==> src/rtl/vga_raster_wr_arbiter.sv <==
// Round-robin write arbiter in front of the VGA raster's tile/sprite slave, with bounded lock.
// Optional VGA_ARB_VBLANK_LOCK_EN restricts requester 1 to the vertical blanking interval.
module vga_raster_wr_arbiter #(
  parameter int unsigned ADDR_W   = 9,
  parameter int unsigned DATA_W   = 16,
  parameter int unsigned MAX_HOLD = 8,
  parameter int unsigned CNT_W    = 16
) (
  input  logic              clk,
  input  logic              reset,
  input  logic [ADDR_W-1:0] m0_address,
  input  logic [DATA_W-1:0] m0_writedata,
  input  logic              m0_write,
  input  logic              m0_lock,
  output logic              m0_waitrequest,
  input  logic [ADDR_W-1:0] m1_address,
  input  logic [DATA_W-1:0] m1_writedata,
  input  logic              m1_write,
  input  logic              m1_lock,
  output logic              m1_waitrequest,
  output logic [ADDR_W-1:0] s_address,
  output logic [DATA_W-1:0] s_writedata,
  output logic              s_write,
  input  logic              s_waitrequest,
  input  logic              vblank,
  output logic              busy,
  output logic [CNT_W-1:0]  grant_cnt0,
  output logic [CNT_W-1:0]  grant_cnt1
);

  localparam int unsigned HOLD_W = $clog2(MAX_HOLD + 1);

  localparam logic [1:0] IDLE   = 2'd0;
  localparam logic [1:0] GRANT0 = 2'd1;
  localparam logic [1:0] GRANT1 = 2'd2;

  localparam logic [HOLD_W-1:0] HOLD_LIMIT = HOLD_W'(MAX_HOLD);
  localparam logic [CNT_W-1:0]  CNT_SAT    = '1;

  logic [1:0]        state_q, state_d;
  logic              rr_last_q, rr_last_d;
  logic [HOLD_W-1:0] hold_q, hold_d, hold_inc;
  logic [CNT_W-1:0]  cnt0_q, cnt0_d, cnt1_q, cnt1_d;
  logic              busy_q;
  logic              m0_elig, m1_elig, m1_may_lock;

`ifdef VGA_ARB_VBLANK_LOCK_EN
  // Requester 1 only starts inside vblank and never chains beats with lock.
  logic unused_m1_lock;
  assign unused_m1_lock = m1_lock;
  assign m1_elig        = m1_write & vblank;
  assign m1_may_lock    = 1'b0;
`else
  logic unused_vblank;
  assign unused_vblank = vblank;
  assign m1_elig       = m1_write;
  assign m1_may_lock   = m1_lock;
`endif

  assign m0_elig  = m0_write;
  assign hold_inc = hold_q + 1'b1;

  always_comb begin
    s_address      = '0;
    s_writedata    = '0;
    s_write        = 1'b0;
    m0_waitrequest = 1'b1;
    m1_waitrequest = 1'b1;
    case (state_q)
      GRANT0: begin
        s_address      = m0_address;
        s_writedata    = m0_writedata;
        s_write        = m0_write;
        m0_waitrequest = s_waitrequest;
      end
      GRANT1: begin
        s_address      = m1_address;
        s_writedata    = m1_writedata;
        s_write        = m1_write;
        m1_waitrequest = s_waitrequest;
      end
      default: ;
    endcase
  end

  always_comb begin
    state_d   = state_q;
    rr_last_d = rr_last_q;
    hold_d    = hold_q;
    cnt0_d    = cnt0_q;
    cnt1_d    = cnt1_q;
    case (state_q)
      IDLE: begin
        hold_d = '0;
        if (m0_elig && m1_elig) begin
          state_d = rr_last_q ? GRANT0 : GRANT1;
        end else if (m0_elig) begin
          state_d = GRANT0;
        end else if (m1_elig) begin
          state_d = GRANT1;
        end
      end
      GRANT0: begin
        if (!m0_write) begin
          state_d = IDLE;
          hold_d  = '0;
        end else if (!s_waitrequest) begin
          if (cnt0_q != CNT_SAT) cnt0_d = cnt0_q + 1'b1;
          rr_last_d = 1'b0;
          // With nobody waiting the hold counter wraps, so the lock is unbounded.
          if (m0_lock && (!m1_elig || hold_inc < HOLD_LIMIT)) begin
            hold_d = (hold_inc == HOLD_LIMIT) ? '0 : hold_inc;
          end else begin
            state_d = IDLE;
            hold_d  = '0;
          end
        end
      end
      GRANT1: begin
        if (!m1_write) begin
          state_d = IDLE;
          hold_d  = '0;
        end else if (!s_waitrequest) begin
          if (cnt1_q != CNT_SAT) cnt1_d = cnt1_q + 1'b1;
          rr_last_d = 1'b1;
          if (m1_may_lock && (!m0_elig || hold_inc < HOLD_LIMIT)) begin
            hold_d = (hold_inc == HOLD_LIMIT) ? '0 : hold_inc;
          end else begin
            state_d = IDLE;
            hold_d  = '0;
          end
        end
      end
      default: begin
        state_d = IDLE;
        hold_d  = '0;
      end
    endcase
  end

  always_ff @(posedge clk) begin
    if (reset) begin
      state_q   <= IDLE;
      rr_last_q <= 1'b1;
      hold_q    <= '0;
      cnt0_q    <= '0;
      cnt1_q    <= '0;
      busy_q    <= 1'b0;
    end else begin
      state_q   <= state_d;
      rr_last_q <= rr_last_d;
      hold_q    <= hold_d;
      cnt0_q    <= cnt0_d;
      cnt1_q    <= cnt1_d;
      busy_q    <= (state_d != IDLE);
    end
  end

  assign busy       = busy_q;
  assign grant_cnt0 = cnt0_q;
  assign grant_cnt1 = cnt1_q;

endmodule

==> config.mk <==
export PLATFORM = sky130hd
export DESIGN_NAME = vga_raster_wr_arbiter
export DESIGN_NICKNAME = d
export VERILOG_FILES = /design/src/rtl/vga_raster_wr_arbiter.sv
export SDC_FILE = /design/constraint.sdc
export NUM_CORES = 1
export LEC_CHECK = 0
export ABC_CLOCK_PERIOD_IN_PS = 3800
export CAP_MARGIN = 40
export CORE_MARGIN = 2
export CORE_UTILIZATION = 45
export DETAILED_ROUTE_END_ITERATION = 6
export PLACE_DENSITY = 0.87
export SYNTH_ARGS = -nofsm -noshare
export SYNTH_HDL_FRONTEND = slang
export SYNTH_SLANG_ARGS = --single-unit
==> constraint.sdc <==
create_clock -name clk -period 3.8 [get_ports clk]
set_clock_uncertainty 0.15 [all_clocks]
set_input_delay 0.95 -clock clk [delete_from_list [all_inputs] [get_ports clk]]
set_output_delay 0.95 -clock clk [all_outputs]
set_load 0.01 [all_outputs]
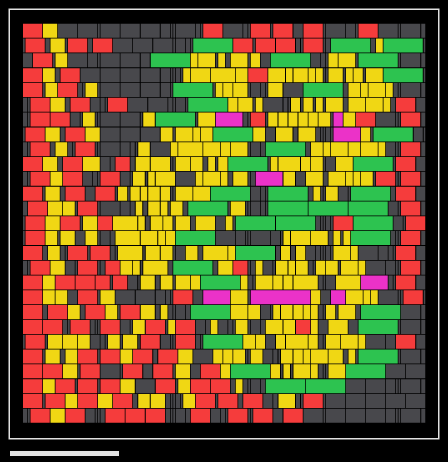
**Above:** cells coloured by class.
Scale bar: 20 µm. Fill, decap, tap and diode cells in grey.
Yellow shows all other logic, cells 254, share of their area 43%. Magenta shows clock drivers and dummy loads, cells 8, share of their area 2.9%. Red shows other buffers and delay cells, cells 125, share of their area 33%. Green shows flip-flops, cells 40, share of their area 21%.

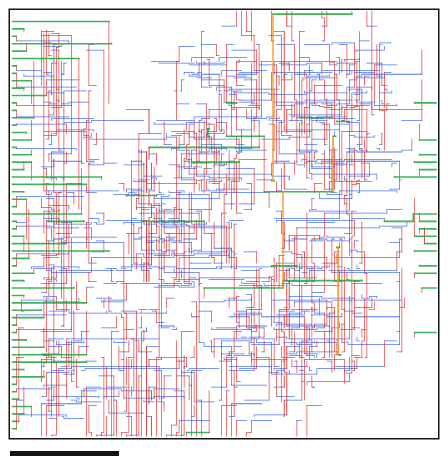
**Above:** signal wires by layer.
Scale bar: 20 µm.
Green shows met3, wire length 472 µm. Orange shows met4, wire length 78.2 µm. Blue shows met1, wire length 2,810 µm. Red shows met2, wire length 3,310 µm.

==> flow_metrics.py <==
# Auto-generated metrics
metrics = {
    "run_status": {
        "status": "finished clean",
    },
    "placed_design": {
        "place_ws_ps": 301,
        "placed_area_mm2": 0.00376,
        "place_hpwl_um": 5210,
    },
    "floorplan": {
        "tap_cells": 72,
        "core_region_area_mm2": 0.00544,
        "pin_count": 119,
    },
    "clocking": {
        "cts_sinks": 40,
        "cts_tree": "yes",
        "hold_buffers": 0,
        "h-tree-depth": 2,
        "clk_pin_slew_worst_paths_ps": 80,
    },
    "grt": {
        "grt_util_met3": 0.0609,
        "grt_usage": 0.220,
        "gr-total-overflow": 0,
        "grt_max_degree": 28,
        "gr-usage-met1": 0.265,
        "grt_pass1_wl_um": 11200,
    },
    "finish": {
        "flops": 40,
        "nFillCells": 416,
        "clk_share": 0.0288,
        "logic_area_mm2": 0.00161,
        "final_cells": 499,
        "num-nonclk-buffers": 125,
        "regArea_um2": 801,
        "diodes": 0,
        "nClkBuffers": 5,
        "drive_above_1_share": 0.0515,
        "lay_top_count": "clkdlybuf4s50_1",
        "nonClockInverterCount": 7,
    },
    "yosys": {
        "fp_nets": 374,
        "synthTopLogicFamily": "simple AND/OR/NAND/NOR gates",
        "top_cells_by_area": "dfxtp_1, a22oi_1, nor2b_1",
        "synthMuxAreaShare": 0.0205,
        "synthArstFlopShare": 0,
        "top_cell_area_share": 0.320,
        "ys_seq_frac": 0.320,
        "syn_inst": 309,
        "xor_area_frac": 0.0874,
        "yosys.area_share.aoi": 0.183,
        "syn_area_per_cell_um2": 8.11,
        "yosysUniqueCellTypes": 47,
        "adder_share": 0.0350,
    },
    "min_path": {
        "holdCritStartpoint": "grant_cnt0[15]",
        "holdPathEnd": "grant_cnt0[15]",
    },
    "worst_setup_path": {
        "path_buffers": 2,
        "ff2ff_path_depth": 7,
        "crit_path_top_delay_cell": "clkdlybuf4s50_1",
        "crit_required_ps": 2700,
        "cp_cell_sequence": "clkdlybuf4s50_1 -> a22o_1 -> and2_1 -> clkdlybuf4s50_1",
        "cp-startpoint": "m0_write",
        "worstPathArrival_ps": 2390,
        "rrSetupSlack_ps": 1170,
        "crit_cells": 4,
        "endpoint": "s_write",
    },
    "final_timing": {
        "rsz0062_at_grt": "false",
        "slew_violations": 0,
        "period_needed_ps": 3490,
        "finalHoldViolations": 0,
        "whs_ps": 379,
    },
    "detailed_routing": {
        "drt_pass1_iterations": 4,
        "drt_iter0_drc": 102,
        "drc": 0,
        "dr_wl_met2_um": 3310,
        "wl_per_cell_um": 13.4,
    },
    "power": {
        "seqPwrFrac": 0.447,
        "swShare": 0.244,
        "p_comb_frac": 0.191,
    },
}
Power figures rest on the tool's default switching activity, not on a simulated workload.
